File: config.mk
export PLATFORM = sky130hd
export DESIGN_NAME = comm_receiver_fifo
export DESIGN_NICKNAME = d
export VERILOG_FILES = /design/src/rtl/comm_receiver_fifo.sv
export SDC_FILE = /design/constraint.sdc
export NUM_CORES = 1
export LEC_CHECK = 0
export CAP_MARGIN = 10
export CORE_ASPECT_RATIO = 0.6
export CORE_MARGIN = 2
export CORE_UTILIZATION = 60
export CTS_CLUSTER_DIAMETER = 120
export DETAILED_ROUTE_END_ITERATION = 12
export PLACE_DENSITY = 0.81
export REMOVE_ABC_BUFFERS = 1
export SLEW_MARGIN = 20
export SYNTH_ARGS = -nofsm -noshare
export SYNTH_HDL_FRONTEND = slang
export SYNTH_SLANG_ARGS = --single-unit
File: constraint.sdc
create_clock -name clock -period 3.7 [get_ports clock]
set_input_delay 0.555 -clock clock [delete_from_list [all_inputs] [get_ports clock]]
set_output_delay 0.555 -clock clock [all_outputs]
set_load 0.02 [all_outputs]
File: src/rtl/comm_receiver_fifo.sv
// Pong-link serial receiver: deserialises UART-style frames into a message FIFO.
// Define COMM_RX_PARITY_EN for frames carrying an even-parity bit before the stop bit.
module comm_receiver_fifo #(
    parameter int CLKS_PER_BIT = 434,
    parameter int Y_W          = 9,
    parameter int V_W          = 4,
    parameter int DEPTH        = 4
) (
    input  logic           clock,
    input  logic           reset,
    input  logic           rx_serial,
    output logic           new_message_received,
    input  logic           message_acked,
    output logic [Y_W-1:0] ball_y_rx,
    output logic [V_W-1:0] velocity_x_rx,
    output logic [V_W-1:0] velocity_y_rx,
    output logic           sign_y_rx,
    output logic           ball_message_rx,
    output logic           miss_message_rx,
    output logic           are_you_there_rx,
    output logic           I_am_here_rx,
    output logic           I_lost_rx,
    output logic           new_game_message_rx,
    output logic           rx_busy,
    output logic [7:0]     frame_err_count,
    output logic [7:0]     overflow_count
);

    localparam int MSG_W = 4 + Y_W + 2 * V_W;
    localparam int CNT_W = $clog2(CLKS_PER_BIT);
    localparam int IDX_W = $clog2(MSG_W);
    localparam int PTR_W = $clog2(DEPTH);

    localparam logic [CNT_W-1:0] BIT_END  = CNT_W'(CLKS_PER_BIT - 1);
    localparam logic [CNT_W-1:0] HALF_END = CNT_W'(CLKS_PER_BIT / 2 - 1);
    localparam logic [IDX_W-1:0] LAST_IDX = IDX_W'(MSG_W - 1);

    typedef enum logic [2:0] {
        S_IDLE,
        S_START,
        S_DATA,
        S_PARITY,
        S_STOP
    } rx_state_t;

    logic sync_q1;
    logic sync_q2;
    logic rx_prev;
    logic fall;

    always_ff @(posedge clock) begin
        if (reset) begin
            sync_q1 <= 1'b1;
            sync_q2 <= 1'b1;
            rx_prev <= 1'b1;
        end else begin
            sync_q1 <= rx_serial;
            sync_q2 <= sync_q1;
            rx_prev <= sync_q2;
        end
    end

    assign fall = rx_prev & ~sync_q2;

    rx_state_t        state_q, state_d;
    logic [CNT_W-1:0] cnt_q, cnt_d;
    logic [IDX_W-1:0] idx_q, idx_d;
    logic [MSG_W-1:0] shreg_q, shreg_d;
    logic             stop_sample;
`ifdef COMM_RX_PARITY_EN
    logic             par_q, par_d;
`endif

    always_ff @(posedge clock) begin
        if (reset) begin
            state_q <= S_IDLE;
            cnt_q   <= '0;
            idx_q   <= '0;
            shreg_q <= '0;
`ifdef COMM_RX_PARITY_EN
            par_q   <= 1'b0;
`endif
        end else begin
            state_q <= state_d;
            cnt_q   <= cnt_d;
            idx_q   <= idx_d;
            shreg_q <= shreg_d;
`ifdef COMM_RX_PARITY_EN
            par_q   <= par_d;
`endif
        end
    end

    always_comb begin
        state_d     = state_q;
        cnt_d       = cnt_q + 1'b1;
        idx_d       = idx_q;
        shreg_d     = shreg_q;
        stop_sample = 1'b0;
`ifdef COMM_RX_PARITY_EN
        par_d       = par_q;
`endif
        unique case (state_q)
            S_IDLE: begin
                cnt_d = '0;
                if (fall) begin
                    state_d = S_START;
                end
            end
            S_START: begin
                if (cnt_q == HALF_END) begin
                    cnt_d   = '0;
                    idx_d   = '0;
                    // A line back high at mid-bit was noise, not a start bit
                    state_d = sync_q2 ? S_IDLE : S_DATA;
                end
            end
            S_DATA: begin
                if (cnt_q == BIT_END) begin
                    cnt_d   = '0;
                    shreg_d = {sync_q2, shreg_q[MSG_W-1:1]};
                    idx_d   = idx_q + 1'b1;
                    if (idx_q == LAST_IDX) begin
`ifdef COMM_RX_PARITY_EN
                        state_d = S_PARITY;
`else
                        state_d = S_STOP;
`endif
                    end
                end
            end
`ifdef COMM_RX_PARITY_EN
            S_PARITY: begin
                if (cnt_q == BIT_END) begin
                    cnt_d   = '0;
                    par_d   = sync_q2;
                    state_d = S_STOP;
                end
            end
`endif
            S_STOP: begin
                if (cnt_q == BIT_END) begin
                    cnt_d       = '0;
                    stop_sample = 1'b1;
                    state_d     = S_IDLE;
                end
            end
            default: begin
                cnt_d   = '0;
                state_d = S_IDLE;
            end
        endcase
    end

    logic bad_type;
    logic par_err;
    logic frame_bad;
    logic frame_good;

    assign bad_type = shreg_q[2:0] > 3'd5;
`ifdef COMM_RX_PARITY_EN
    assign par_err  = par_q != (^shreg_q);
`else
    assign par_err  = 1'b0;
`endif
    assign frame_bad  = stop_sample & (~sync_q2 | par_err | bad_type);
    assign frame_good = stop_sample & sync_q2 & ~par_err & ~bad_type;

    logic [MSG_W-1:0] mem [DEPTH];
    logic [PTR_W:0]   wr_q;
    logic [PTR_W:0]   rd_q;
    logic             empty;
    logic             full;
    logic             pop;
    logic             push;
    logic             overflow;

    assign empty = wr_q == rd_q;
    assign full  = (wr_q ^ rd_q) == {1'b1, {PTR_W{1'b0}}};
    assign pop   = message_acked & ~empty;
    // A pop in the same cycle frees the slot the push lands in
    assign push     = frame_good & (~full | pop);
    assign overflow = frame_good & full & ~pop;

    always_ff @(posedge clock) begin
        if (reset) begin
            wr_q <= '0;
            rd_q <= '0;
        end else begin
            if (push) begin
                wr_q <= wr_q + 1'b1;
            end
            if (pop) begin
                rd_q <= rd_q + 1'b1;
            end
        end
    end

    always_ff @(posedge clock) begin
        if (push) begin
            mem[wr_q[PTR_W-1:0]] <= shreg_q;
        end
    end

    always_ff @(posedge clock) begin
        if (reset) begin
            frame_err_count <= '0;
            overflow_count  <= '0;
        end else begin
            if (frame_bad && frame_err_count != 8'hFF) begin
                frame_err_count <= frame_err_count + 1'b1;
            end
            if (overflow && overflow_count != 8'hFF) begin
                overflow_count <= overflow_count + 1'b1;
            end
        end
    end

    logic [MSG_W-1:0] head;
    logic [2:0]       head_type;

    assign head      = empty ? '0 : mem[rd_q[PTR_W-1:0]];
    assign head_type = head[2:0];

    assign new_message_received = ~empty;
    assign sign_y_rx            = head[3];
    assign ball_y_rx            = head[4 +: Y_W];
    assign velocity_x_rx        = head[4 + Y_W +: V_W];
    assign velocity_y_rx        = head[4 + Y_W + V_W +: V_W];

    assign ball_message_rx     = ~empty & (head_type == 3'd0);
    assign miss_message_rx     = ~empty & (head_type == 3'd1);
    assign are_you_there_rx    = ~empty & (head_type == 3'd2);
    assign I_am_here_rx        = ~empty & (head_type == 3'd3);
    assign I_lost_rx           = ~empty & (head_type == 3'd4);
    assign new_game_message_rx = ~empty & (head_type == 3'd5);

    assign rx_busy = state_q != S_IDLE;

endmodule

Routed clock nets over the placement:
The bar under the picture is 50 um long.
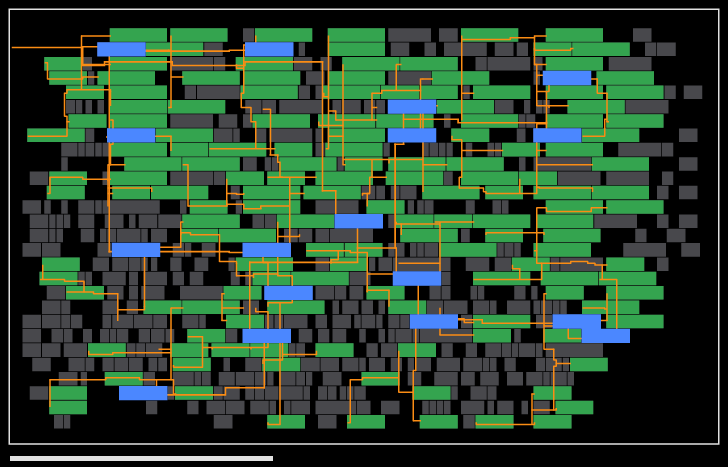
[cells driving clock nets] blue | count: 17
[flip-flops] green | count: 149
[clock wires] orange | length: 1,620 um
flops lie: spread over the die
worst-skew pair later-pin latency: 0.42 ns
clock power share: 50.9%

Sequential cells colored by netlist name:
The bar under the picture is 50 um long. Other sequential cells in the stronger gray, the rest of the logic in the fainter gray.
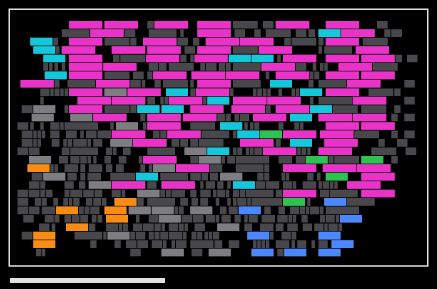
| name in the netlist | color | placed flops |
|---|---|---|
| `idx_q` | green | 5 |
| `mem` | magenta | 84 |
| `cnt_q` | blue | 9 |
| `overflow_count` | orange | 8 |
| `shreg_q` | cyan | 21 |
Final Util: 74.2%
Reg area: 3820 um2
sequential share of cell area: 52.2%

Routing congestion map:
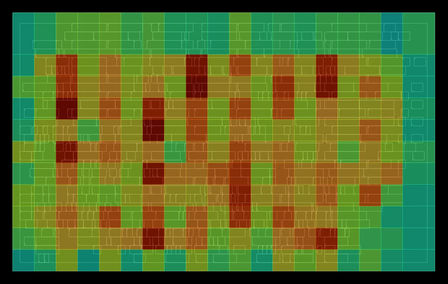
met1 global-route usage: 32.7%
Top Usage Layer GRT: met2

Cell classes on the final placement:
The bar under the picture is 50 um long.
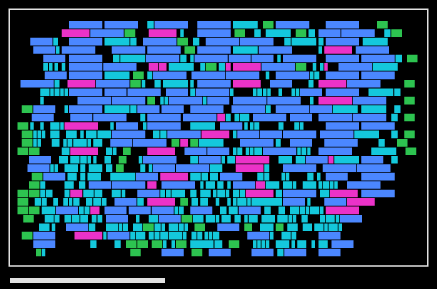
| class | color | cells | share of their area |
|---|---|---|---|
| clock drivers and dummy loads | magenta | 32 | 8.8% |
| all other logic | cyan | 307 | 31% |
| other buffers and delay cells | green | 54 | 7.2% |
| flip-flops | blue | 149 | 53% |
core area: 9880 um2
Design Area, Final: 7330 um2
Cell Rows: 28

Gate families picked out:
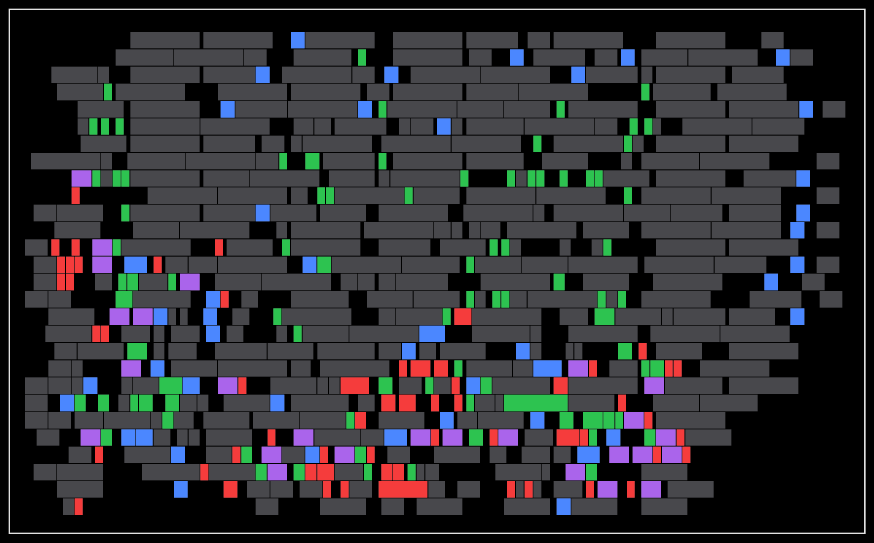
| family | color | cells |
|---|---|---|
| XOR/XNOR gates | purple | 26 |
| AND and OR gates | blue | 45 |
| NAND gates | green | 84 |
| NOR gates | red | 58 |
multi-input logic portion of the cell area: 29.5%
non-filler cells, final: 677
Commonest Layout Cell: edfxtp_1

==> state kept, by name (all words and copies together) (netlist names), named ones only <==
signal and cells:
wr_q 3, shreg_q 21, sync_q1 1, rd_q 3, sync_q2 1, rx_prev 1, mem 84, idx_q 5
cnt_q 9, state_q 3, frame_err_count 8, overflow_count 8
==> cells in the final DEF, fill, tap and decap left out, types with 4 or more instances in the layout <==
master | netlist | final
dfxtp_1 | 65 | 65
nor2_1 | 43 | 43
nand3_1 | 14 | 14
o21ai_0 | 5 | 5
and2_1 | 20 | 20
xor2_1 | 12 | 12
edfxtp_1 | 84 | 84
mux4_2 | 21 | 21
nor3_1 | 4 | 4
nand4_1 | 6 | 6
or3_1 | 4 | 4
ha_1 | 12 | 12
clkbuf_16 | 0 | 17
a21oi_1 | 30 | 30
inv_6 | 0 | 4
buf_4 | 1 | 9
nand2_1 | 55 | 55
clkdlybuf4s50_1 | 0 | 44
and3_1 | 8 | 8
or2_2 | 6 | 6
xnor2_1 | 14 | 14
inv_1 | 9 | 9
bufinv_16 | 0 | 4
==> worst register-to-register path, delay by kind of cell, from the launching register on <==
| family | cells | cell delay [ns] |
|---|---|---|
| buf+inv | 1 | 0.34 |
| flops | 1 | 0.44 |
| simple gates | 3 | 1.46 |
==> kinds of logic (layout without fill, tap and decap cells) <==
family	Yosys count	count (layout)	synth area share, %
buffers and inverters	31	95	2.31
adder cells (fa/ha/maj)	12	12	2.45
multiplexers	25	25	8.39
XOR/XNOR	26	26	3.72
flip-flops	149	149	62.4
AND-OR/OR-AND	48	48	4.53
AND/OR/NAND/NOR	187	187	16.2
==> worst paths after layout <==
path / start / endpoint / cells past startpoint
max: flip-flop / miss_message_rx / 4
min: sync_q1 / sync_q2 / 1
max reg2reg: cnt_q[4] / mem[3][20] / 4
min reg2reg: sync_q1 / sync_q2 / 1
==> flow_summary_export.csv <==
group,metric,value,unit
die,dieArea,11100,um2
final_layout,ff_count,149,
die,core_util_floorplan,62.0,%
setup_path,worstPathRequired,3.14,ns
power,total_power,3.59,mW
die,ios,46,
global_route,antenna_found_initial,0,
clock_network,cts_max_level,4,
die,fp.dieH,82.3,um
drt,route.met3.wl,864,um
place,dp_cells,645,
job,warnings,31,
power,irDropWorstVdd,0.000355,V
global_route,grt_pass1_vias,3849,
yosys,yosysTopAreaCellShare,41.2,%
final_timing,period_needed,3.38,ns
yosys,yosysMostFrequentCell,"edfxtp_1",
setup_path,crit_buf_inv,1,
final_layout,nets,545,
power,combPwrFrac,0.7,%
setup_path,slowest_stage,"dfxtp_1",
yosys,yosys_area,6130,um2
setup_path,critical_path_class,"flip-flop to output port",
drt,vias,3921,
final_layout,buffers,54,
drt,wl_met1,5500,um
final_timing,fmax,0.296,GHz
setup_path,slowest_delay,0.70,ns
final_timing,finalSetupViolCount,0,
global_route,grt_use_met2,38.4,%
power,swShare,19.8,%
setup_path,path_cells,"mux4_2 > or2_2 > nor2_1 > clkdlybuf4s50_1",
final_layout,drive_above_1_share,14.0,%
min_path,hold_class,"flip-flop to flip-flop",
global_route,gr-total-overflow,0,
global_route,grt_pass1_wl,19800,um
yosys,yosysWarnings,0,
clock_network,cts_made_buffers,17,
place,post-dp-hpwl,7740,um
yosys,synth.distinct_cells,49,
clock_network,cts-resized-gates,0,
power,p_seq,1.73,mW
yosys,edf_count,84,
clock_network,ctsHoldBuffers,0,
final_layout,buffer_area_share,7.00,%
final_layout,largest_cell_class,"registers",
outcome,status,"finished, final reports clean",
Power and IR drop assume default switching activity.
